<file path="src/rtl/matrix_reg_slave.sv">
// matrix_reg_slave: Wishbone responder for the LED matrix control registers.
// Holds a double-buffered frame base address (shadow -> active at the next
// frame boundary), the enable/brightness control byte and a 16-bit frame
// counter with an atomic low/high read snapshot.

`ifndef MATRIX_START
`define MATRIX_START 16'h0040
`endif

module matrix_reg_slave #(
  parameter int                         ADDRESS_WIDTH    = 16,
  parameter int                         DATA_WIDTH       = 8,   // only 8 is supported
  parameter logic [ADDRESS_WIDTH-1:0]   BASE_ADDR        = `MATRIX_START,
  parameter int                         WAIT_STATES      = 0,   // 0..15
  parameter logic [15:0]                RESET_FRAME_ADDR = 16'h0000
) (
  input  logic                     clk_i,
  input  logic                     rst_i,
  input  logic [ADDRESS_WIDTH-1:0] adr_i,
  input  logic [DATA_WIDTH-1:0]    dat_i,
  output logic [DATA_WIDTH-1:0]    dat_o,
  input  logic                     we_i,
  input  logic                     sel_i,
  input  logic                     stb_i,
  input  logic                     cyc_i,
  output logic                     ack_o,
  input  logic [2:0]               cti_i,
  input  logic                     frame_start,
  output logic [15:0]              frame_addr,
  output logic                     enable,
  output logic [3:0]               brightness,
  output logic                     update_pulse
);

  // Register indices within the 16-byte window.
  localparam logic [3:0] REG_ADDR_L  = 4'h0;
  localparam logic [3:0] REG_ADDR_H  = 4'h1;
  localparam logic [3:0] REG_CONTROL = 4'h2;
  localparam logic [3:0] REG_STATUS  = 4'h3;
  localparam logic [3:0] REG_COUNT_L = 4'h4;
  localparam logic [3:0] REG_COUNT_H = 4'h5;

  localparam logic [2:0] CTI_INCR = 3'b010;
  localparam bit         ZERO_WAIT = (WAIT_STATES == 0);
  localparam logic [3:0] WAIT_LOAD = 4'(WAIT_STATES);

  typedef enum logic [1:0] {
    S_IDLE,
    S_WAIT,
    S_ACK
  } state_t;

  state_t      state;
  logic [3:0]  wait_cnt;
  logic        burst_q;      // the beat just accepted was an incrementing-burst beat

  logic [15:0] shadow;
  logic        pending;
  logic [15:0] count;
  logic [7:0]  snapshot;

  logic        select;
  logic        do_access;
  logic [3:0]  idx;
  logic        is_write;
  logic        is_read;
  logic        shadow_wr;
  logic [7:0]  rd_data;

  assign select = cyc_i & stb_i &
                  (adr_i[ADDRESS_WIDTH-1:4] == BASE_ADDR[ADDRESS_WIDTH-1:4]);
  assign idx    = adr_i[3:0];

  // Decide whether the current bus values form an access performed on this edge.
  // A zero-wait burst continues while the previously accepted beat was tagged
  // incrementing, so the beat carrying the end-of-burst tag is still accepted.
  always_comb begin
    // NOTE: every always_comb output gets a default first so no latch is inferred.
    do_access = 1'b0;
    unique case (state)
      S_IDLE:  do_access = select && ZERO_WAIT;
      S_WAIT:  do_access = select && (wait_cnt == 4'd1);
      S_ACK:   do_access = select && burst_q && ZERO_WAIT;
      default: do_access = 1'b0;
    endcase
  end

  assign is_write  = do_access & we_i & sel_i;
  assign is_read   = do_access & ~we_i & sel_i;
  assign shadow_wr = is_write && ((idx == REG_ADDR_L) || (idx == REG_ADDR_H));

  // Read data multiplexer for the register window.
  always_comb begin
    rd_data = 8'h00;
    case (idx)
      REG_ADDR_L:  rd_data = shadow[7:0];
      REG_ADDR_H:  rd_data = shadow[15:8];
      REG_CONTROL: rd_data = {brightness, 3'b000, enable};
      REG_STATUS:  rd_data = {7'b0, pending};
      REG_COUNT_L: rd_data = count[7:0];
      REG_COUNT_H: rd_data = snapshot;
      default:     rd_data = 8'h00;
    endcase
  end

  // Bus handshake state machine with registered acknowledge.
  always_ff @(posedge clk_i) begin
    if (rst_i) begin
      state    <= S_IDLE;
      wait_cnt <= 4'd0;
      burst_q  <= 1'b0;
      ack_o    <= 1'b0;
    end else begin
      ack_o <= do_access;
      if (do_access) begin
        burst_q <= (cti_i == CTI_INCR);
      end
      unique case (state)
        S_IDLE: begin
          if (select) begin
            if (ZERO_WAIT) begin
              state <= S_ACK;
            end else begin
              state    <= S_WAIT;
              wait_cnt <= WAIT_LOAD;
            end
          end
        end
        S_WAIT: begin
          if (!select) begin
            state <= S_IDLE;          // master gave up: no access
          end else if (wait_cnt == 4'd1) begin
            state <= S_ACK;
          end else begin
            wait_cnt <= wait_cnt - 4'd1;
          end
        end
        S_ACK: begin
          state <= do_access ? S_ACK : S_IDLE;
        end
        default: state <= S_IDLE;
      endcase
    end
  end

  // Register file, frame-boundary commit and frame counter.
  always_ff @(posedge clk_i) begin
    if (rst_i) begin
      shadow       <= RESET_FRAME_ADDR;
      frame_addr   <= RESET_FRAME_ADDR;
      pending      <= 1'b0;
      enable       <= 1'b0;
      brightness   <= 4'd0;
      count        <= 16'd0;
      snapshot     <= 8'd0;
      dat_o        <= '0;
      update_pulse <= 1'b0;
    end else begin
      // NOTE: non-blocking assignments mean a commit in the same cycle as a
      // shadow write sees the pre-write shadow, which is the intended behaviour.
      update_pulse <= frame_start & pending;
      if (frame_start && pending) begin
        frame_addr <= shadow;
      end

      if (shadow_wr) begin
        pending <= 1'b1;
      end else if (frame_start) begin
        pending <= 1'b0;
      end

      if (frame_start && enable) begin
        count <= count + 16'd1;
      end

      if (is_write) begin
        case (idx)
          REG_ADDR_L:  shadow[7:0]  <= dat_i;
          REG_ADDR_H:  shadow[15:8] <= dat_i;
          REG_CONTROL: begin
            enable     <= dat_i[0];
            brightness <= dat_i[7:4];
          end
          default: ;                  // read-only or unused: ignored
        endcase
      end

      if (is_read) begin
        dat_o <= rd_data;
        if (idx == REG_COUNT_L) begin
          snapshot <= count[15:8];    // freeze upper byte for an atomic pair
        end
      end
    end
  end

endmodule

</file>
<file path="config.mk">
export PLATFORM = sky130hd
export DESIGN_NAME = matrix_reg_slave
export DESIGN_NICKNAME = d
export VERILOG_FILES = /design/src/rtl/matrix_reg_slave.sv
export SDC_FILE = /design/constraint.sdc
export NUM_CORES = 1
export LEC_CHECK = 0
export CORE_MARGIN = 2
export CORE_UTILIZATION = 35
export CTS_CLUSTER_DIAMETER = 120
export CTS_CLUSTER_SIZE = 10
export DETAILED_ROUTE_END_ITERATION = 10
export GPL_TIMING_DRIVEN = 1
export PLACE_DENSITY = 0.59
export SLEW_MARGIN = 20
export SYNTH_ARGS = -nofsm -noshare
export SYNTH_HDL_FRONTEND = slang
export SYNTH_SLANG_ARGS = --single-unit
</file>
<file path="constraint.sdc">
create_clock -name clk_i -period 2.1 [get_ports clk_i]
set_input_delay 0.315 -clock clk_i [delete_from_list [all_inputs] [get_ports clk_i]]
set_output_delay 0.315 -clock clk_i [all_outputs]
set_load 0.01 [all_outputs]
</file>
### Supply network, run 1

Scale: 4 px per um. Pins as bars on the die edge. Tap cells in grey.
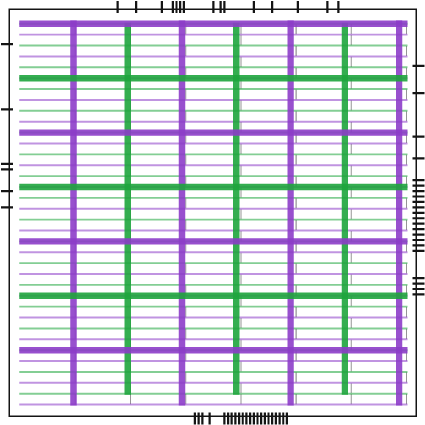
| colour | net |
|---|---|
| purple | VSS |
| green | VDD |
met1 rails: 36
rows: 35
met4 straps: 7
Die W: 101 um
Die Ht: 101 um
Max VDD drop: 0.332 mV
Core Region: 9240 um2

### The metal 2 layer, run 1

Scale: 3 px per um.
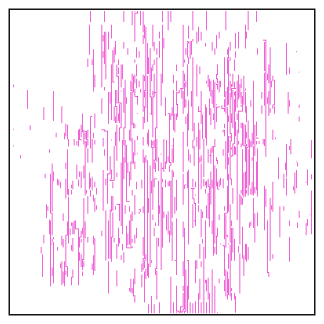
longest straight run: 38.8 um
wire length on this layer: 4,150 um
final WL: 8.97 mm
grt met2 use: 0.285
vias: 3,158

==> impl_metrics.yaml, run 1 <==
# implementation run metrics
worst_setup_path:
  r2r_start: "count[2]"
  worstSetupStartpointType: "primary input"
floorplanning:
  die-area_um2: 10300
  placementRows: 35
global_routing:
  top_usage_layer: "met2"
  antenna_found_initial: 0
  overflow: 0
clock_network:
  cts-htree-levels: 3
cells_and_area:
  layout-area-overhead-vs-synth_pct: 34.8
  dominant_cells: "logic gates"
  nClkBuffers: 11
  fin_util: 0.484
  seq_area_frac: 0.331
  buffers: 102
logic_synthesis:
  ys_cells: 384
  ys_ff: 74
  synth_cells: 384
  synth_cell_type_count: 44
  ys_sh_aoi: 0.169
power:
  power_leader: "registers"
  internal_power_mw: 1.95
  power_clock_mw: 0.970
placed_design:
  place.gp.congestion: 0.860
route:
  viasPerCell: 5.25
flow_run:
  drv_cap: 0
run_status:
  outcome: "finished, final reports clean"
### Signal wires on met3, run 1

Scale: 3 px per um.
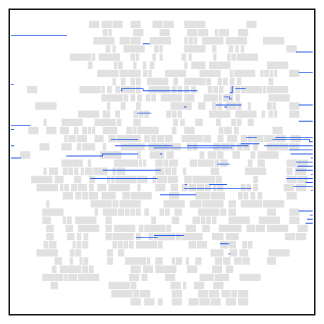
main direction: horizontal
nets with wire on the layer: 48

### Routed metal, one colour a layer, run 1

Scale: 4 px per um.
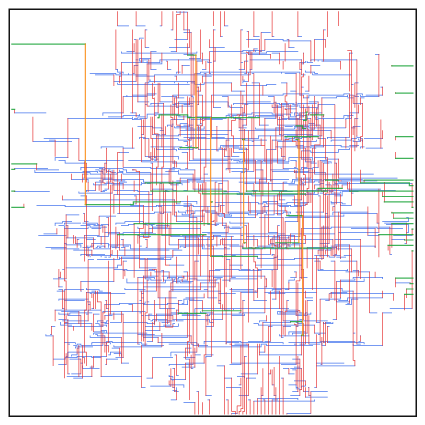
| colour | layer | wire length |
|---|---|---|
| red | metal 2 | 4,150 um |
| orange | metal 4 | 180 um |
| green | metal 3 | 409 um |
| blue | metal 1 | 4,230 um |
Routed wire per std cell: 14.9 um
Total GRT Usage: 0.181

[run 1: layer usage]
| metal | routed length, um | share of wire |
|---|---|---|
| met4 | 179 | 0.020 |
| met3 | 409 | 0.046 |
| met1 | 4230 | 0.47 |
| met5 | 0 | 0 |
| met2 | 4150 | 0.46 |
[run 1: stage by stage]
| stage | hold slack (ps) | setup slack [ps] | std cells |
|---|---|---|---|
| 5_1_grt | 371 | 22.3 | 602 |
| 3_5_place_dp | 448 | -334 | 587 |
| 6_report | 381 | 52.2 | 602 |
| 4_1_cts | 363 | 27.7 | 602 |
| 3_3_place_gp | 444 | -306 | 587 |
| 2_1_floorplan | 440 | 205 | 384 |
[run 1: repair_timing]
item / CTS / global route
hold buffers: 0 / 0
endpoints found under the setup margin: 0 / 16
resized: 0 / 2
==> run 1 -> run 2 <==
--- a/config.mk
+++ b/config.mk
@@ -11,7 +11,7 @@
 export CTS_CLUSTER_SIZE = 10
 export DETAILED_ROUTE_END_ITERATION = 10
 export GPL_TIMING_DRIVEN = 1
-export PLACE_DENSITY = 0.59
+export PLACE_DENSITY = 0.61
 export SLEW_MARGIN = 20
 export SYNTH_ARGS = -nofsm -noshare
 export SYNTH_HDL_FRONTEND = slang
==> constraint.sdc (replaced) <==
create_clock -name clk_i -period 1.87 [get_ports clk_i]
set_input_delay 0.2805 -clock clk_i [delete_from_list [all_inputs] [get_ports clk_i]]
set_output_delay 0.2805 -clock clk_i [all_outputs]
set_load 0.01 [all_outputs]
### Signal wires on met3, run 2

Scale: 3 px per um.
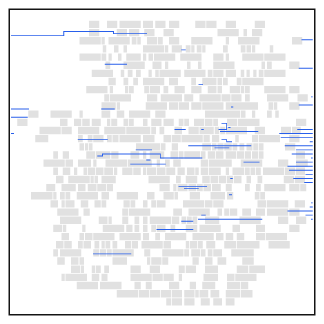
share of all routed wire: 3.6%
wire length on this layer: 362 um
longest straight run: 21.2 um
nets with wire on the layer: 43
vias: 3,298
final WL: 9.97 mm
met3 GRT Util: 0.0283

==> run 2 against run 1 <==
Effect of this change: synthesized cell count is the same; flip-flop count is the same; combinational power grew 17%; clock-buffer cell count shrank 1; non-clock buffer count grew 18; sequential share of layout area shrank 2.4 points; wire length grew 11%; core utilization grew 3.7 points; clock skew shrank 1.0 ps; first-iteration DRC count grew 21%; area after synthesis is the same; critical path depth shrank 1.
==> impl_metrics.yaml, run 2 <==
# implementation run metrics
run_status:
  outcome: "finished, final reports clean"
cells_and_area:
  dominant_cells: "logic gates"
  buffers: 120
  nClkBuffers: 10
  layout-area-overhead-vs-synth_pct: 45.1
  seq_area_frac: 0.308
  fin_util: 0.521
  fin_cells: 622
clock_network:
  cts-htree-levels: 3
  cts.hold.buffers_added: 0
  cts_resized: 42
route:
  drt-met1-wl_mm: 4.59
  wl_met3_um: 361
  viasPerCell: 5.30
  wl_per_cell_um: 16.0
  wl_met2_mm: 4.84
  maxUsedRoutingLayer: "met4"
global_routing:
  overflow: 0
  use_met2: 0.334
  top_usage_layer: "met2"
  gr-usage-all-layers: 0.201
  antenna_found_initial: 0
worst_setup_path:
  crit_required_ps: 2110
  startpoint: "adr_i[10]"
  worstSetupStartpointType: "primary input"
  r2r_start: "count[8]"
logic_synthesis:
  ys_ff: 74
  synth_cells: 384
  ys_cells: 384
  synth_cell_type_count: 44
  ys_sh_aoi: 0.169
floorplanning:
  placementRows: 35
  core_um2: 9240
  die_y_um: 101
  die-area_um2: 10300
  die_x_um: 101
placed_design:
  place.gp.congestion: 0.850
  placedCellCount: 601
  place_ws_ps: -535
  io_buffers: 64
timing:
  finalWorstSetupSlack_ps: 43.1
power:
  peakVddDrop_mv: 0.281
flow_run:
  drv_cap: 0
### Supply network, run 2

Scale: 4 px per um. Pins as bars on the die edge. Tap cells in grey.
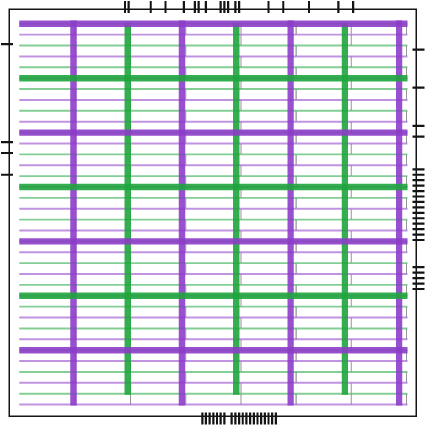
| colour | net |
|---|---|
| purple | VSS |
| green | VDD |
signal pins: 65
tap cells: 129
met1 rails: 36

[run 2: cell types whose count changed in the layout (fill, tap and decap cells not counted), sizes merged, moves of 3 or more]
| cell | before | now |
|---|---|---|
| buf | 39 | 56 |
| clkdlybuf4s50 | 63 | 51 |
| dlygate4sd2 | 0 | 9 |
| dlymetal6s2s | 0 | 3 |
[run 2: report_power, final]
part	switching [mW]	leakage [nW]	internal, mW
registers	0.00000151	0.596	1.57
logic	0.101	0.938	0.103
clock network	0.631	0.103	0.655
total	0.732	1.64	2.33
[run 2: cells by family (layout without fill, tap and decap cells)]
kind of cell             count (synthesis)  after routing
AND/OR/NAND/NOR                        148            149
buffers and inverters                   30            138
multiplexers                            17             17
adder cells (fa/ha/maj)                  1              1
flip-flops                              74             74
XOR/XNOR                                 9              9
AND-OR/OR-AND                          105            105
Power and IR drop assume default switching activity.
